Figure 1. Power grid.
Pins as bars on the die edge. Tap cells in gray.
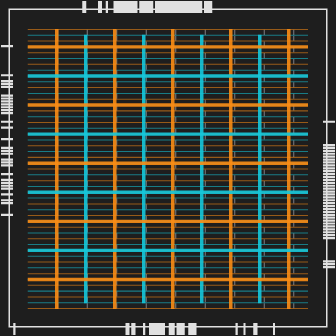
Figure 2. Placed cells, one color a class.
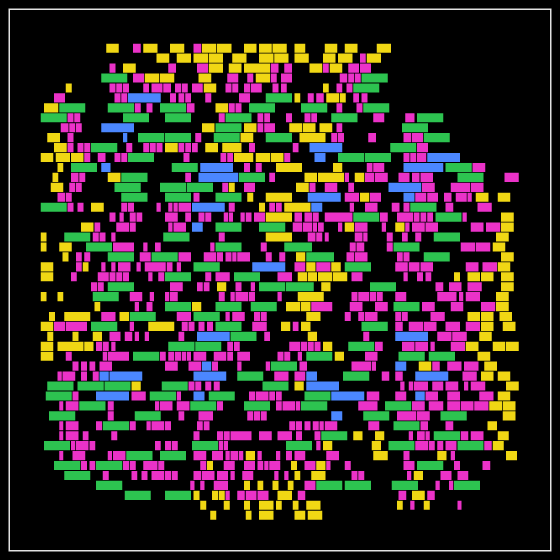
Figure 3. Clock network drawn from the DEF.
Scale bar: 50 um.
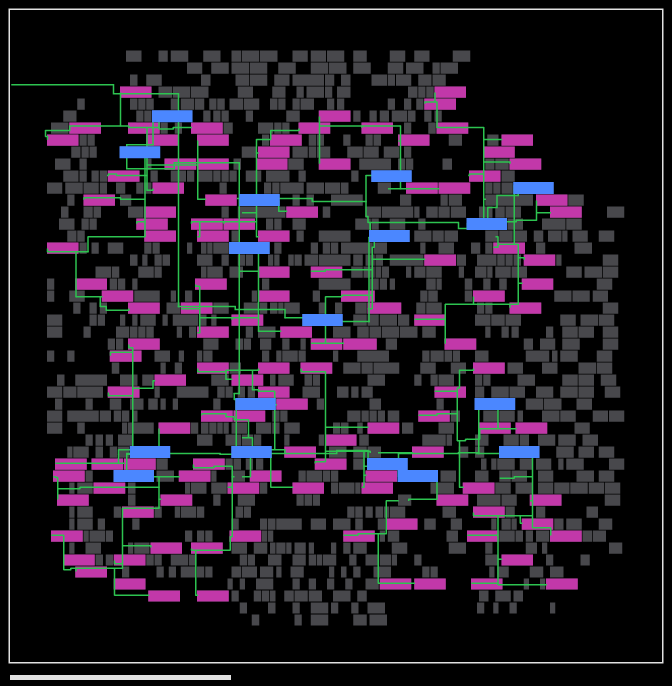
Figure 4. Routed metal, one color a layer.
Scale bar: 50 um.
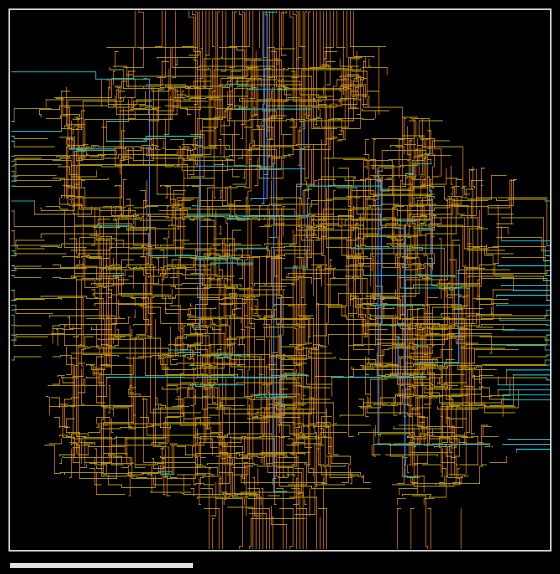
[config.mk]
export PLATFORM = sky130hd
export DESIGN_NAME = tinyqv_lsu_flat
export DESIGN_NICKNAME = d
export VERILOG_FILES = /design/src/rtl/tinyqv_lsu_if.sv /design/src/rtl/tinyqv_lsu.sv /design/src/flat_wrapper.sv
export SDC_FILE = /design/constraint.sdc
export NUM_CORES = 1
export LEC_CHECK = 0
export CAP_MARGIN = 20
export CORE_MARGIN = 8
export CORE_UTILIZATION = 36
export DETAILED_ROUTE_END_ITERATION = 7
export MAX_ROUTING_LAYER = met4
export PLACE_DENSITY_LB_ADDON = 0.08
export SLEW_MARGIN = 5
export SYNTH_ARGS = -nofsm -noshare
export SYNTH_HDL_FRONTEND = slang
export SYNTH_SLANG_ARGS = --single-unit
[constraint.sdc]
create_clock -name clk -period 2.31 [get_ports clk]
set_clock_uncertainty 0.05 [all_clocks]
set_input_delay 0.462 -clock clk [delete_from_list [all_inputs] [get_ports clk]]
set_output_delay 0.462 -clock clk [all_outputs]
set_load 0.005 [all_outputs]
[src/rtl/tinyqv_lsu_if.sv]
// Memory-side bus of the load/store unit: one request channel, one read-response channel.
interface tinyqv_lsu_if #(
  parameter int ADDR_BITS = 28
) ();
  logic                 mem_req_valid;
  logic                 mem_req_ready;
  logic                 mem_we;
  logic [ADDR_BITS-1:0] mem_addr;
  logic [3:0]           mem_be;
  logic [31:0]          mem_wdata;
  logic                 mem_rvalid;
  logic [31:0]          mem_rdata;

  modport master (
    output mem_req_valid, mem_we, mem_addr, mem_be, mem_wdata,
    input  mem_req_ready, mem_rvalid, mem_rdata
  );

  modport slave (
    input  mem_req_valid, mem_we, mem_addr, mem_be, mem_wdata,
    output mem_req_ready, mem_rvalid, mem_rdata
  );
endinterface

[src/rtl/tinyqv_lsu.sv]
// Load/store unit: collects nibble-serial store data, issues one 32-bit bus access,
// and replays aligned load data to the core in the 8-clock counter window.
//
// state   | meaning
// IDLE    | no access in flight
// REQ     | request presented, waiting for mem_req_ready
// WAIT_RD | load accepted, waiting for mem_rvalid
// HOLD    | read word captured, waiting for counter wrap
// DELIVER | replaying rbuf nibbles, counter 0..7
module tinyqv_lsu #(
  parameter int ADDR_BITS = 28
) (
  input  logic                 clk,
  input  logic                 rstn,
  input  logic [2:0]           counter,
  input  logic                 is_load,
  input  logic                 is_store,
  input  logic [2:0]           mem_op,
  input  logic                 address_ready,
  input  logic [ADDR_BITS-1:0] addr_in,
  input  logic [3:0]           store_nibble,
  output logic [3:0]           load_data_out,
  output logic                 load_data_ready,
  output logic                 busy,
  tinyqv_lsu_if.master         mem
);

  typedef enum logic [2:0] {
    IDLE    = 3'd0,
    REQ     = 3'd1,
    WAIT_RD = 3'd2,
    HOLD    = 3'd3,
    DELIVER = 3'd4
  } state_t;

  state_t               state_q, state_d;
  logic [31:0]          sdata;
  logic [31:0]          sword_q;
  logic [31:0]          rbuf;
  logic [ADDR_BITS-3:0] addr_q;
  logic [1:0]           size_q;
  logic [1:0]           off_q;
  logic                 we_q;

  logic                 req_valid;
  logic                 req_we;
  logic [ADDR_BITS-1:0] req_addr;
  logic [3:0]           req_be;
  logic [31:0]          req_wdata;
  logic [3:0]           ld_out;
  logic                 ld_ready;
  logic                 start;
  logic [31:0]          sdata_next;

  // Unsigned flag only matters to the core's sign extension.
  logic unused_ok;
  assign unused_ok = mem_op[2];

  assign sdata_next = {store_nibble, sdata[31:4]};
  assign start      = address_ready && (is_load || is_store);

  always_comb begin
    state_d   = state_q;
    req_valid = 1'b0;
    req_we    = 1'b0;
    req_addr  = '0;
    req_be    = 4'b0000;
    req_wdata = 32'h0;
    ld_out    = 4'h0;
    ld_ready  = 1'b0;
    case (state_q)
      IDLE: begin
        if (start) state_d = REQ;
      end
      REQ: begin
        req_valid = 1'b1;
        req_we    = we_q;
        req_addr  = {addr_q, 2'b00};
        case (size_q)
          2'b00:   req_be = 4'b0001 << off_q;
          2'b01:   req_be = off_q[1] ? 4'b1100 : 4'b0011;
          default: req_be = 4'b1111;
        endcase
        case (size_q)
          2'b00:   req_wdata = {4{sword_q[7:0]}};
          2'b01:   req_wdata = {2{sword_q[15:0]}};
          default: req_wdata = sword_q;
        endcase
        if (mem.mem_req_ready) state_d = we_q ? IDLE : WAIT_RD;
      end
      WAIT_RD: begin
        if (mem.mem_rvalid) state_d = (counter == 3'd7) ? DELIVER : HOLD;
      end
      HOLD: begin
        if (counter == 3'd7) state_d = DELIVER;
      end
      DELIVER: begin
        ld_ready = 1'b1;
        ld_out   = rbuf[3:0];
        if (counter == 3'd7) state_d = IDLE;
      end
      default: state_d = IDLE;
    endcase
  end

  // Store word is snapshotted at issue so a stalled write keeps stable data
  // even if the core keeps clocking is_store.
  always_ff @(posedge clk) begin
    if (!rstn) begin
      state_q <= IDLE;
      sdata   <= 32'h0;
      sword_q <= 32'h0;
      rbuf    <= 32'h0;
      addr_q  <= '0;
      size_q  <= 2'b00;
      off_q   <= 2'b00;
      we_q    <= 1'b0;
    end else begin
      state_q <= state_d;
      if (is_store) sdata <= sdata_next;
      if (state_q == IDLE && start) begin
        addr_q  <= addr_in[ADDR_BITS-1:2];
        size_q  <= mem_op[1:0];
        off_q   <= addr_in[1:0];
        we_q    <= is_store;
        sword_q <= sdata_next;
      end
      if (state_q == WAIT_RD && mem.mem_rvalid)
        rbuf <= mem.mem_rdata >> {off_q, 3'b000};
      else if (state_q == DELIVER)
        rbuf <= rbuf >> 4;
    end
  end

  assign busy              = (state_q != IDLE);
  assign load_data_out     = ld_out;
  assign load_data_ready   = ld_ready;
  assign mem.mem_req_valid = req_valid;
  assign mem.mem_we        = req_we;
  assign mem.mem_addr      = req_addr;
  assign mem.mem_be        = req_be;
  assign mem.mem_wdata     = req_wdata;

endmodule

[src/flat_wrapper.sv]
// flat-port wrapper written by rule: the top's interface ports become plain ports
module tinyqv_lsu_flat 
#(
  parameter int ADDR_BITS = 28
)
  (clk, rstn, counter, is_load, is_store, mem_op, address_ready, addr_in, store_nibble, load_data_out, load_data_ready, busy, mem_mem_req_valid, mem_mem_we, mem_mem_addr, mem_mem_be, mem_mem_wdata, mem_mem_req_ready, mem_mem_rvalid, mem_mem_rdata);
  tinyqv_lsu_if #(.ADDR_BITS(ADDR_BITS)) mem_i ();
  input  logic clk;
  input  logic rstn;
  input  logic [2:0] counter;
  input  logic is_load;
  input  logic is_store;
  input  logic [2:0] mem_op;
  input  logic address_ready;
  input  logic [ADDR_BITS-1:0] addr_in;
  input  logic [3:0] store_nibble;
  output logic [3:0] load_data_out;
  output logic load_data_ready;
  output logic busy;
  output wire logic [$bits(mem_i.mem_req_valid)-1:0] mem_mem_req_valid;
  output wire logic [$bits(mem_i.mem_we)-1:0] mem_mem_we;
  output wire logic [$bits(mem_i.mem_addr)-1:0] mem_mem_addr;
  output wire logic [$bits(mem_i.mem_be)-1:0] mem_mem_be;
  output wire logic [$bits(mem_i.mem_wdata)-1:0] mem_mem_wdata;
  input wire logic [$bits(mem_i.mem_req_ready)-1:0] mem_mem_req_ready;
  input wire logic [$bits(mem_i.mem_rvalid)-1:0] mem_mem_rvalid;
  input wire logic [$bits(mem_i.mem_rdata)-1:0] mem_mem_rdata;
  assign mem_mem_req_valid = mem_i.mem_req_valid;
  assign mem_mem_we = mem_i.mem_we;
  assign mem_mem_addr = mem_i.mem_addr;
  assign mem_mem_be = mem_i.mem_be;
  assign mem_mem_wdata = mem_i.mem_wdata;
  assign mem_i.mem_req_ready = mem_mem_req_ready;
  assign mem_i.mem_rvalid = mem_mem_rvalid;
  assign mem_i.mem_rdata = mem_mem_rdata;
  tinyqv_lsu #(.ADDR_BITS(ADDR_BITS)) u_core (.clk(clk), .rstn(rstn), .counter(counter), .is_load(is_load), .is_store(is_store), .mem_op(mem_op), .address_ready(address_ready), .addr_in(addr_in), .store_nibble(store_nibble), .load_data_out(load_data_out), .load_data_ready(load_data_ready), .busy(busy), .mem(mem_i));
endmodule
==> out/metrics.yaml <==
worst_hold_path:
  hp-class: "reg2reg"
  whs_endpoint: "u_core.sword_q[3]$_SDFFE_PN0P_"
  worstHoldStart: "u_core.sdata[7]$_SDFFE_PN0P_"
worst_setup_path:
  crit_end: "mem_mem_addr[7]"
  worst-path-stages: 8
  slowest_delay_ns: 0.41
  critPathLaunchType: "register"
  r2r-start: "u_core.state_q[1]$_SDFFE_PN0P_"
  path_cells: "or3b_4 -> clkinv_4 -> buf_6 -> buf_12 -> buf_8 -> buf_12 -> and2_4 -> buf_6"
  end_kind: "primary output"
  cp.required_ns: 1.80
  slowest_stage: "or3b_4"
  cp.arrival_ns: 1.88
grt:
  use_met2_pct: 34.59
  grt.busiest_layer: "met2"
  met1_usage_pct: 23.39
  use_met3_pct: 4.097
routing:
  wl_met3_um: 904
  drc: 0
  wl_um: 21930
final_layout:
  utilization_pct: 51.97
  final_cells: 1129
  clk_share_pct: 6.624
  seqCellArea_um2: 2526
  buf_share_pct: 21.01
  lay_top_count: "dfxtp_1"
  drive_gt1_share_pct: 28.21
  top_regs: "u_core.rbuf: 32 flops, u_core.sword_q: 32 flops, u_core.sdata: 28 flops"
  nNonClkBuffers: 198
  antenna_cells_inserted: 0
  nClkBuffers: 18
clock_network:
  cts_made_buffers: 17
  ctsResizeCount: 317
  postCtsSetupBuffers: 15
  cts_buffer_depth: 2
  hold_buffers: 0
  clk_latency_ns: 0.42
  cts_tree: "done"
final_timing:
  slew_violations: 0
  tightest_slew_ns: 0.7186
  hold_violations: 0
  period_needed_ns: 2.394
  setup_viol: 10
  grt_setup_unrepaired: "true"
  setup-tns-final_ns: -0.6926
  max_slew_margin_pct: 52.09
  setup_ws_ns: -0.08442
power:
  power_leakage_nw: 3.365
  ir_drop_uv: 561.0
  powerComb_mw: 0.944
  pg_seq_mw: 2.29
  clkPwrFrac_pct: 45.2
  net-switching-power_mw: 1.623
  power_frac_seq_pct: 38.8
  combPwrFrac_pct: 16.0
  swShare_pct: 27.53
logic_synthesis:
  synth_adder_area_share_pct: 0
  yosys-stat-cells: 746
  top_area_cell: "dfxtp_1"
  syn_area_um2: 6256
  ys_warn_count: 0
  top_cells_by_area: "dfxtp_1 40%, mux2i_1 9.0%, a21oi_1 7.6%"
  synthMuxAreaShare_pct: 14.72
  async_reset_ff_share_pct: 0
  synth.most_common_cell: "dfxtp_1"
  ys_ff: 126
  avgSynthCellArea_um2: 8.386
  ys_sh_simple_pct: 18.22
  ys.flop_type: "dfxtp_1"
  synthTopLogicFamily: "AND-OR/OR-AND gates"
  ys_types: 46
run_status:
  violations: "negative setup slack"
  outcome: "complete, but fails checks"
flow_run:
  cap_violations: 0
floorplan:
  die_area_um2: 21850
  die_height_um: 147.8
-- Figure 1 (at the start) --
Key: cyan = VDD; orange = VSS
9 straps on met4. 225 tap cells. 9 straps on met5. 49 met1 rails follow the rows.

-- Figure 2 (at the start) --
Key: green = registers [cells 126, share of their area 29%]; blue = clock drivers and dummy loads [cells 32, share of their area 6.8%]; yellow = remaining buffers and delay cells [cells 198, share of their area 22%]; magenta = remaining logic cells [cells 548, share of their area 42%]
Core Area: 17120 um2
flop share of the area: 28.40%
Rows: 48
post-route cell area: 8896 um2

-- Figure 3 (at the start) --
Key: blue = clock-net drivers [count 17]; green = clock wires [length 1690 um]; magenta = flip-flops [count 126]
Position of the flops: spread over the die. There are 18 routed clock nets.

-- Figure 4 (at the start) --
Key: orange = M2 [wire length 11000 um]; blue = M4 [wire length 609 um]; yellow = M1 [wire length 9400 um]; cyan = M3 [wire length 904 um]
WL per Instance: 19.42 um
via count: 6145

Power and IR drop assume default switching activity.
